### Metal layers overlaid

Two of the layers only.
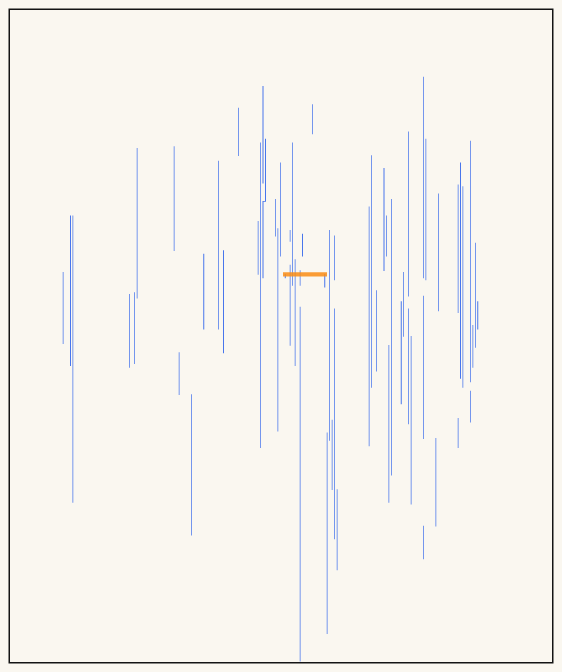
### Routing congestion

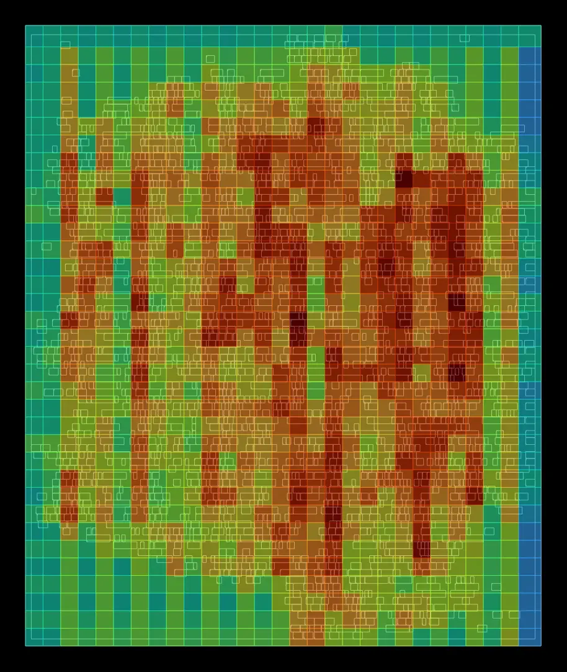
### Register map, names as in the netlist

Other sequential cells in the stronger grey, the rest of the logic in the fainter grey.
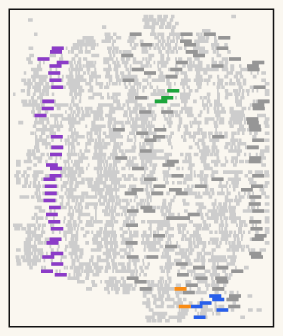
### Metal 3

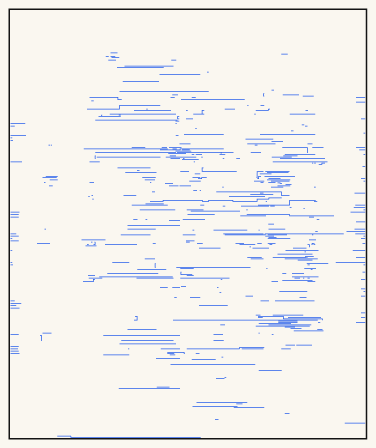
### Ports around the boundary

Pins as bars across the die edge, other pins in grey.
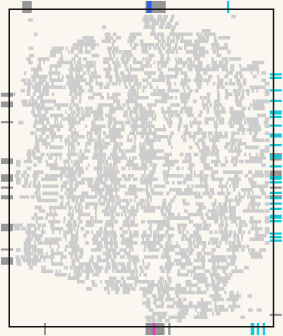
[config.mk]
export PLATFORM = sky130hd
export DESIGN_NAME = muldiv_unit
export DESIGN_NICKNAME = d
export VERILOG_FILES = /design/src/rtl/muldiv_pkg.sv /design/src/rtl/muldiv_unit.sv
export SDC_FILE = /design/constraint.sdc
export NUM_CORES = 1
export LEC_CHECK = 0
export ABC_CLOCK_PERIOD_IN_PS = 3350
export CORE_AREA = 2 2 200 241
export DETAILED_ROUTE_END_ITERATION = 12
export DIE_AREA = 0 0 202 243
export PLACE_DENSITY_LB_ADDON = 0.2
export SLEW_MARGIN = 10
export SYNTH_ARGS = -nofsm -noshare
export SYNTH_HDL_FRONTEND = slang
export SYNTH_SLANG_ARGS = --single-unit
[constraint.sdc]
create_clock -name i_clk -period 3.35 [get_ports i_clk]
set_clock_uncertainty 0.15 [all_clocks]
set_input_delay 0.67 -clock i_clk [delete_from_list [all_inputs] [get_ports i_clk]]
set_output_delay 0.67 -clock i_clk [all_outputs]
set_load 0.03 [all_outputs]
[src/rtl/muldiv_pkg.sv]
// rtl/muldiv_pkg.sv - shared op/state types and operand-sign helpers for muldiv_unit
package muldiv_pkg;

    typedef enum logic [2:0] {
        MD_MUL    = 3'b000,
        MD_MULH   = 3'b001,
        MD_MULHSU = 3'b010,
        MD_MULHU  = 3'b011,
        MD_DIV    = 3'b100,
        MD_DIVU   = 3'b101,
        MD_REM    = 3'b110,
        MD_REMU   = 3'b111
    } md_op_t;

    typedef enum logic [1:0] {
        ST_IDLE,
        ST_BUSY,
        ST_FIX,
        ST_DONE
    } md_state_t;

    function automatic logic md_is_signed1(input md_op_t op);
        case (op)
            MD_MUL, MD_MULH, MD_MULHSU, MD_DIV, MD_REM: md_is_signed1 = 1'b1;
            default:                                    md_is_signed1 = 1'b0;
        endcase
    endfunction

    function automatic logic md_is_signed2(input md_op_t op);
        case (op)
            MD_MUL, MD_MULH, MD_DIV, MD_REM: md_is_signed2 = 1'b1;
            default:                         md_is_signed2 = 1'b0;
        endcase
    endfunction

endpackage

[src/rtl/muldiv_unit.sv]
// rtl/muldiv_unit.sv - iterative RV32M multiply/divide, one bit per cycle
module muldiv_unit
    import muldiv_pkg::*;
#(
    parameter int XLEN = 32
) (
    input  logic            i_clk,
    input  logic            i_rst_n,
    input  logic            i_valid,
    input  logic [2:0]      i_op,
    input  logic [XLEN-1:0] i_op1,
    input  logic [XLEN-1:0] i_op2,
    input  logic            i_kill,
    output logic            o_ready,
    output logic            o_valid,
    output logic [XLEN-1:0] o_result
);

    localparam int CW = $clog2(XLEN) + 1;

    md_state_t       state, state_nxt;
    logic [CW-1:0]   cnt;
    md_op_t          op_q;
    logic [XLEN-1:0] acc, sreg, mcand;
    logic            neg_res, neg_rem, fast_q;

    md_op_t          op_in;
    logic            accept, s1, s2, div_zero, div_ovf, fast;
    logic [XLEN-1:0] mag1, mag2, fast_val;

    assign o_ready = (state == ST_IDLE) || (state == ST_DONE);
    assign o_valid = (state == ST_DONE);
    assign accept  = i_valid && o_ready && !i_kill;

    assign op_in    = md_op_t'(i_op);
    assign s1       = md_is_signed1(op_in) && i_op1[XLEN-1];
    assign s2       = md_is_signed2(op_in) && i_op2[XLEN-1];
    assign mag1     = s1 ? -i_op1 : i_op1;
    assign mag2     = s2 ? -i_op2 : i_op2;
    assign div_zero = (i_op2 == '0);
    assign div_ovf  = ((op_in == MD_DIV) || (op_in == MD_REM)) &&
                      (i_op1 == {1'b1, {(XLEN-1){1'b0}}}) && (&i_op2);
    assign fast     = op_in[2] && (div_zero || div_ovf);

    // op[1] set within the divide group means a remainder op
    always_comb begin
        fast_val = '0;
        if (div_zero)
            fast_val = op_in[1] ? i_op1 : '1;
        else if (div_ovf)
            fast_val = op_in[1] ? '0 : i_op1;
    end

    always_comb begin
        state_nxt = state;
        case (state)
            ST_IDLE: if (accept) state_nxt = fast ? ST_FIX : ST_BUSY;
            ST_BUSY: begin
                if (i_kill)
                    state_nxt = ST_IDLE;
                else if (cnt == CW'(XLEN - 1))
                    state_nxt = ST_FIX;
            end
            ST_FIX:  state_nxt = i_kill ? ST_IDLE : ST_DONE;
            ST_DONE: state_nxt = accept ? (fast ? ST_FIX : ST_BUSY) : ST_IDLE;
            default: state_nxt = ST_IDLE;
        endcase
    end

    // Multiply: {acc,sreg} shifts right as the product; divide: {acc,sreg} shifts left as remainder/quotient
    logic [XLEN:0]     mul_sum, div_shift, div_diff;
    logic              div_ok;
    logic [2*XLEN-1:0] prod, prod_s;
    logic [XLEN-1:0]   quo, rem, fix_val;

    assign mul_sum   = {1'b0, acc} + (sreg[0] ? {1'b0, mcand} : '0);
    assign div_shift = {acc, sreg[XLEN-1]};
    assign div_diff  = div_shift - {1'b0, mcand};
    assign div_ok    = !div_diff[XLEN];

    assign prod   = {acc, sreg};
    assign prod_s = neg_res ? -prod : prod;
    assign quo    = neg_res ? -sreg : sreg;
    assign rem    = neg_rem ? -acc : acc;

    always_comb begin
        fix_val = '0;
        if (fast_q)
            fix_val = acc;
        else begin
            case (op_q)
                MD_MUL:                       fix_val = prod_s[XLEN-1:0];
                MD_MULH, MD_MULHSU, MD_MULHU: fix_val = prod_s[2*XLEN-1:XLEN];
                MD_DIV, MD_DIVU:              fix_val = quo;
                default:                      fix_val = rem;
            endcase
        end
    end

    always_ff @(posedge i_clk or negedge i_rst_n) begin
        if (!i_rst_n) begin
            state    <= ST_IDLE;
            cnt      <= '0;
            op_q     <= MD_MUL;
            acc      <= '0;
            sreg     <= '0;
            mcand    <= '0;
            neg_res  <= 1'b0;
            neg_rem  <= 1'b0;
            fast_q   <= 1'b0;
            o_result <= '0;
        end else begin
            state <= state_nxt;
            if (accept) begin
                op_q    <= op_in;
                acc     <= fast ? fast_val : '0;
                sreg    <= mag1;
                mcand   <= mag2;
                neg_res <= s1 ^ s2;
                neg_rem <= s1;
                fast_q  <= fast;
                cnt     <= '0;
            end else if (state == ST_BUSY) begin
                cnt <= cnt + CW'(1);
                if (op_q[2]) begin
                    acc  <= div_ok ? div_diff[XLEN-1:0] : div_shift[XLEN-1:0];
                    sreg <= {sreg[XLEN-2:0], div_ok};
                end else begin
                    acc  <= mul_sum[XLEN:1];
                    sreg <= {mul_sum[0], sreg[XLEN-1:1]};
                end
            end
            if (state == ST_FIX && !i_kill)
                o_result <= fix_val;
        end
    end

endmodule

==> run_results.csv <==
group,metric,value,unit
finish,num-nonclk-buffers,526,
synthesis,yosys_area,14820,sq um
setup_path,required,3540,ps
synthesis,syn_nets,2164,
timing,fmaxAchievable,301.2,MHz
setup_path,worstPathBufferInverterCount,4,
setup_path,worst_path_max_delay_cell,"dfrtp_2",
synthesis,top_cell_area_share,0.2398,
setup_path,worst_r2r_path_depth,15,
grt,grt_antenna_before_repair,1,
finish,inv_count,77,
setup_path,timing.rr.start,"mcand[0]",
finish,logic_gates,1654,
synthesis,yosys_register_bits,142,
setup_path,crit_top_cell,"a211oi_2",
synthesis,top_cells_by_count,"nand2_1, o21ai_0, nor2_1, dfrtp_1, a21oi_1",
drt,drc,0,
timing,setup-tns-final,0,ps
power,power.internal,12.23,mW
synthesis,synth_area,14820,sq um
floorplanning,fp-utilization,0.3173,
synthesis,synth_seq_share,0.2398,
timing,rsz0062_at_grt,"true",
run_status,outcome,"finished clean",
placed_design,hpwl,50000,microns
power,maxPowerGroup,"combinational logic",
grt,grt_pass1_wl,96970,microns
synthesis,flop_cell,"dfrtp_1",
finish,n_sequential_cell,142,
floorplanning,rows,87,
flow_run,openroad.warnings,34,
synthesis,syn_area_per_cell,7.350,sq um
finish,num-clock-buffers,20,
finish,clk_share,0.02903,
timing,hold_violations,0,
clocking,cts_inserted_buffers,17,
finish,comb_area,11180,sq um
power,p_leak,8.810,nW
setup_path,critical-path-max-stage-delay,460,ps
-- 'Metal layers overlaid' (at the start) --
- M5: orange (wire length 14.7 microns)
- M4: blue (wire length 2790 microns)
final WL: 63710 microns
Via Count: 16900
WL/cell: 20.86 microns
GR Util All Layers: 0.2553

-- 'Routing congestion' (at the start) --
core utilization of the finished layout: 0.4477
met2 usage: 0.4348
GR Layer Usage met3: 0.03075
GR met1 Demand/Resource: 0.3177

-- 'Register map, names as in the netlist' (at the start) --
- cnt: blue (sequential cells 6; where lower right)
- state: orange (sequential cells 2)
- mcand: purple (sequential cells 32; where a vertical strip on the left)
- op_q: green (sequential cells 3)
- not coloured: 99
flip-flop and latch power: 3.35 mW
FF/Latch Area: 3558 sq um
sequential share of cell area: 0.1702

-- 'Metal 3' (at the start) --
- longest straight run: 81.9 microns
- main direction: horizontal
- share of all routed wire: 5.6%
- nets with wire on the layer: 259

-- 'Ports around the boundary' (at the start) --
- o_result: cyan (pins 32; direction output; edge 27 right, 4 bottom, 1 top)
- i_op: blue (pins 3; direction input; edge top)
- o_ready: magenta (pins 1; direction output; edge bottom)
- all pins by edge: 35 right, 25 left, 24 top, 21 bottom
Port Buffers: 104
Die Wd: 202 microns
Die Height: 243 microns

==> state kept, by name, summed over array words and instances (netlist names) <==
register	flops
acc	32
mcand	32
o_result	32
sreg	32
cnt	6
op_q	3
state	2
fast_q	1
neg_rem	1
neg_res	1
==> through the flow <==
stage | cell area [sq um] | utilization | instances | setup WS (ps) | hold WS (ps)
CTS | 20330 | 0.4354 | 3045 | -32.25 | 89.22
detailed placement | 19290 | 0.4130 | 2992 | -736.5 | 320.5
global route | 20910 | 0.4477 | 3054 | -93.53 | 96.60
finish | 20910 | 0.4477 | 3054 | 29.48 | 60.50
floorplan | 14870 | - | 2016 | -0.08038 | 224.4
global placement | 19290 | 0.4130 | 2992 | -644.0 | 313.7
==> metal layers <==
metal  routed length, microns  vias to the layer above  GRT usage  share of wire
li1                         -                     8110          -              -
met1                    26570                     8032     0.3177           0.42
met2                    30760                      619     0.4348           0.48
met3                     3567                      140    0.03075          0.056
met4                     2793                        2     0.1254          0.044
met5                       14                        -          0        0.00022
==> path summary, 6_finish.rpt <==
kind	to	slack [ps]
hold reg to reg	o_result[7]	330
setup / recovery	acc[26]	30
max in group asynchronous	mcand[28]	2190
setup reg to reg	acc[26]	30
hold / removal	o_result[1]	60
min in group i_clk	o_result[7]	330
==> timing repair <==
item | in CTS | in global routing
hold buffers | 0 | 0
setup endpoints to repair | 40 | 50
buffers inserted | 22 | 8
hold endpoints to repair | 0 | 0
resized | 80 | 113
cloned | 0 | 1
pin swaps | 35 | 42
==> cell families after synthesis <==
| family | synth area share |
|---|---|
| muxes | 0.03580 |
| buffers and inverters | 0.05675 |
| and+or+nand+nor | 0.2222 |
| adders and majority gates | 0.06604 |
| DFF | 0.2398 |
| AOI/OAI and AO/OA | 0.2755 |
| xor gates and xnor gates | 0.1040 |
Power and IR drop assume default switching activity.
